--- config.mk ---
export PLATFORM = sky130hd
export DESIGN_NAME = sat_counter
export DESIGN_NICKNAME = d
export VERILOG_FILES = /design/src/rtl/sat_counter.sv
export SDC_FILE = /design/constraint.sdc
export NUM_CORES = 1
export LEC_CHECK = 0
export CAP_MARGIN = 20
export CELL_PAD_IN_SITES_DETAIL_PLACEMENT = 1
export CELL_PAD_IN_SITES_GLOBAL_PLACEMENT = 1
export CORE_AREA = 2 2 39 41
export CTS_CLUSTER_SIZE = 40
export DETAILED_ROUTE_END_ITERATION = 12
export DIE_AREA = 0 0 41 43
export HOLD_SLACK_MARGIN = 0.15
export PLACE_DENSITY = 0.73
export SYNTH_ARGS = -nofsm -noshare
export SYNTH_HDL_FRONTEND = slang
export SYNTH_SLANG_ARGS = --single-unit
--- constraint.sdc ---
create_clock -name clk -period 2.75 [get_ports clk]
set_input_delay 0.55 -clock clk [delete_from_list [all_inputs] [get_ports clk]]
set_output_delay 0.55 -clock clk [all_outputs]
set_load 0.03 [all_outputs]
--- src/rtl/sat_counter.sv ---
// ============================================================================
//  Module      : sat_counter
//  Description : Up-counter that sticks at all-ones instead of wrapping.
//                Clear has priority over increment.
//  Ports       : clk      - clock, rising edge
//                rst_n    - synchronous active-low reset
//                i_clear  - synchronous clear to zero
//                i_inc    - increment by one (ignored when saturated)
//                o_count  - current count
//  Revision    : 1.0 - initial release
// ============================================================================
`default_nettype none

module sat_counter #(
    parameter int WIDTH = 8
) (
    input  logic             clk,
    input  logic             rst_n,
    input  logic             i_clear,
    input  logic             i_inc,
    output logic [WIDTH-1:0] o_count
);

    localparam logic [WIDTH-1:0] c_MAX = {WIDTH{1'b1}};
    localparam logic [WIDTH-1:0] c_ONE = WIDTH'(1);

    logic [WIDTH-1:0] r_count;

    always_ff @(posedge clk) begin
        if (!rst_n) begin
            r_count <= '0;
        end else if (i_clear) begin
            r_count <= '0;
        end else if (i_inc && (r_count != c_MAX)) begin
            r_count <= r_count + c_ONE;
        end
    end

    assign o_count = r_count;

endmodule

`default_nettype wire

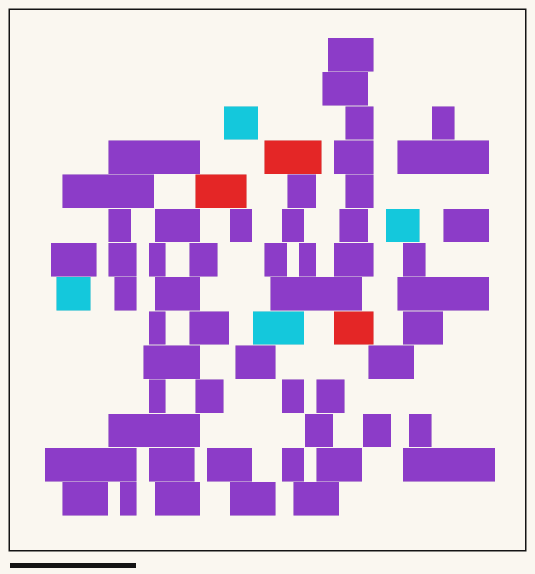
drive_strength.png
The bar under the picture is 10 microns long.
- drive 2: red (cells 3)
- drive 1 or less: purple (cells 53)
- drive 3 to 4: cyan (cells 4)
Finished Cell Area: 574 sq um
Buffers, non-clock: 11
Layout area overhead: 36.2%
slack of the critical path: 765 ps

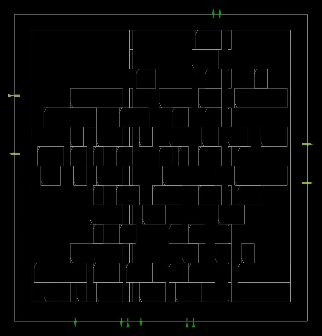
final_placement.png
site row count: 14
Tap Count: 16

==> impl_metrics.csv <==
group,metric,value,unit
layout,antenna_cells,0,
die,fp.dieW,41,microns
power,p_per_area,393,mW/mm^2
clock_network,clk_path_buf_depth,2,
routing,finalWirelength,1050,microns
synthesis,yosys_warnings,0,
timing,fin_tns_setup,0,ps
global_routing,grt_pass1_vias,397,
clock_network,cts_tree,"done",
synthesis,ys_ff,8,
power,irDropWorstVdd,0.192,mV
synthesis,mux_share,7.12,%
synthesis,adder_share,2.97,%
place,io_buffers,11,
layout,mostFrequentLayoutCell,"clkdlybuf4s50_1",
routing,dr.pass1.iters,4,
worst_setup_path,cp-start-kind,"flip-flop",
worst_setup_path,critical_path.max_fanout,9,
routing,detail_route.wl_per_cell,13.8,microns
worst_setup_path,slowest_stage,"clkdlybuf4s50_1",
global_routing,grt_antenna_before_repair,0,
outcome,outcome,"finished clean",
die,io_pins,12,
die,core_util_floorplan,30.5,%
worst_setup_path,path_class,"flip-flop to output port",
layout,final_cells,76,
timing,setup_viol,0,
timing,fmax,504,MHz
layout,final_nets,67,
clock_network,post_cts_buffers,0,
die,core-area,0.00138,sq mm
layout,logic_area,262,sq um
timing,min_period,1980,ps
routing,ant_nets,0,
clock_network,clkSinkCount,8,
global_routing,grt_overflow,0,
clock_network,post_cts_resize_count,0,
synthesis,ys_cells,46,
place,preCtsSetupSlack,901,ps
flow_run,cap_violations,0,
timing,slew_viol_final,0,
worst_setup_path,crit_buf_inv,1,
die,die_area,0.00176,sq mm
routing,vias_per_cell,5.37,
routing,post-route-drc-count,0,
layout,seq_area,160,sq um
layout,largest_register_ffs,8,
synthesis,aoi_share,19.0,%
clock_network,path_clk_slew,50,ps
worst_setup_path,slowest_delay,720,ps
layout,fill_cells,168,
layout,drive_gt1_share,11.7,%
timing,hold_viol_final,0,
worst_setup_path,arrival,1430,ps
die,die_y,43,microns
min_path,hp-class,"flip-flop to flip-flop",
worst_setup_path,required,2200,ps
synthesis,syn_avg_cell_area,9.17,sq um
synthesis,synth_cell_types,19,
synthesis,syn_area,422,sq um
timing,rsz0062_at_grt,"no",
clock_network,cts_root_buf,"clkbuf_4",
worst_setup_path,path_cells,"clkdlybuf4s50_1",
global_routing,grt_pass1_wl,1720,microns
-- routing by layer --
metal | wire (microns) | track usage, % | up-vias
met5 | 0 | 0 | -
met4 | 12 | 4.00 | 0
met3 | 54 | 9.42 | 3
met2 | 512 | 22.5 | 7
met1 | 471 | 16.7 | 191
li1 | - | - | 207
-- worst reg2reg max path, stage by stage, from the launching register on --
cell	delay, ps
dfxtp_1	350
ha_1	260
and4_4	230
a211oi_2	260
mux2i_1	200
-- cell families after synthesis --
family                     Yosys count
and+or+nand+nor                     22
AOI/OAI and AO/OA                   12
DFF                                  8
muxes                                3
adders and majority gates            1
-- final timing paths --
check                           startpoint    endpoint  slack (ps)  depth (start not counted)
worst max-delay path            o_count[4]  o_count[4]         770                          1
worst min-delay path            o_count[1]  o_count[1]         520                          2
worst max register to register  o_count[0]  o_count[5]        1390                          4
worst min register to register  o_count[1]  o_count[1]         520                          2
-- cells in the mapped netlist --
master    number  share of area (%)
a21boi_2       1                2.7
ha_1           1                3.0
nand2b_1       3                4.5
nand2_1        5                4.5
and3_1         1                1.5
dfxtp_1        8                 38
nand3_1        1                1.2
a311oi_1       1                2.1
nand4_1        1                1.5
nor2b_1        3                4.5
o21ai_0        2                2.4
a31oi_1        2                3.0
nor3_1         2                2.4
and4_4         1                2.7
a211oi_2       1                3.0
nor2b_2        1                2.1
and4_1         4                8.3
mux2i_1        3                7.1
a21oi_1        5                5.9
-- per-stage QoR --
step           total power, mW  area [sq um]  utilization (%)  hold WS, ps
6_report                 0.225           574             41.5          524
5_1_grt                  0.242           574             41.5          568
3_3_place_gp             0.137           552             39.9          496
2_1_floorplan            0.129           422                -          610
3_5_place_dp             0.138           552             39.9          514
4_1_cts                  0.233           574             41.5          522
-- cell type report --
| cell class | instances | area share, % |
|---|---|---|
| timing repair buffer | 11 | 19.2 |
| multi-input combinational | 38 | 45.5 |
| sequential | 8 | 27.9 |
| tap | 16 | 3.49 |
| clock buffer | 3 | 3.92 |
-- report_power, final --
| part | switching (mW) | total [mW] | leakage [nW] | internal [mW] |
|---|---|---|---|---|
| registers | 0.00145 | 0.119 | 0.0646 | 0.117 |
| clock network | 0.0401 | 0.0900 | 0.0138 | 0.0499 |
| logic | 0.00821 | 0.0169 | 0.128 | 0.00872 |
| total | 0.0497 | 0.225 | 0.207 | 0.176 |
Power figures rest on the tool's default switching activity, not on a simulated workload.
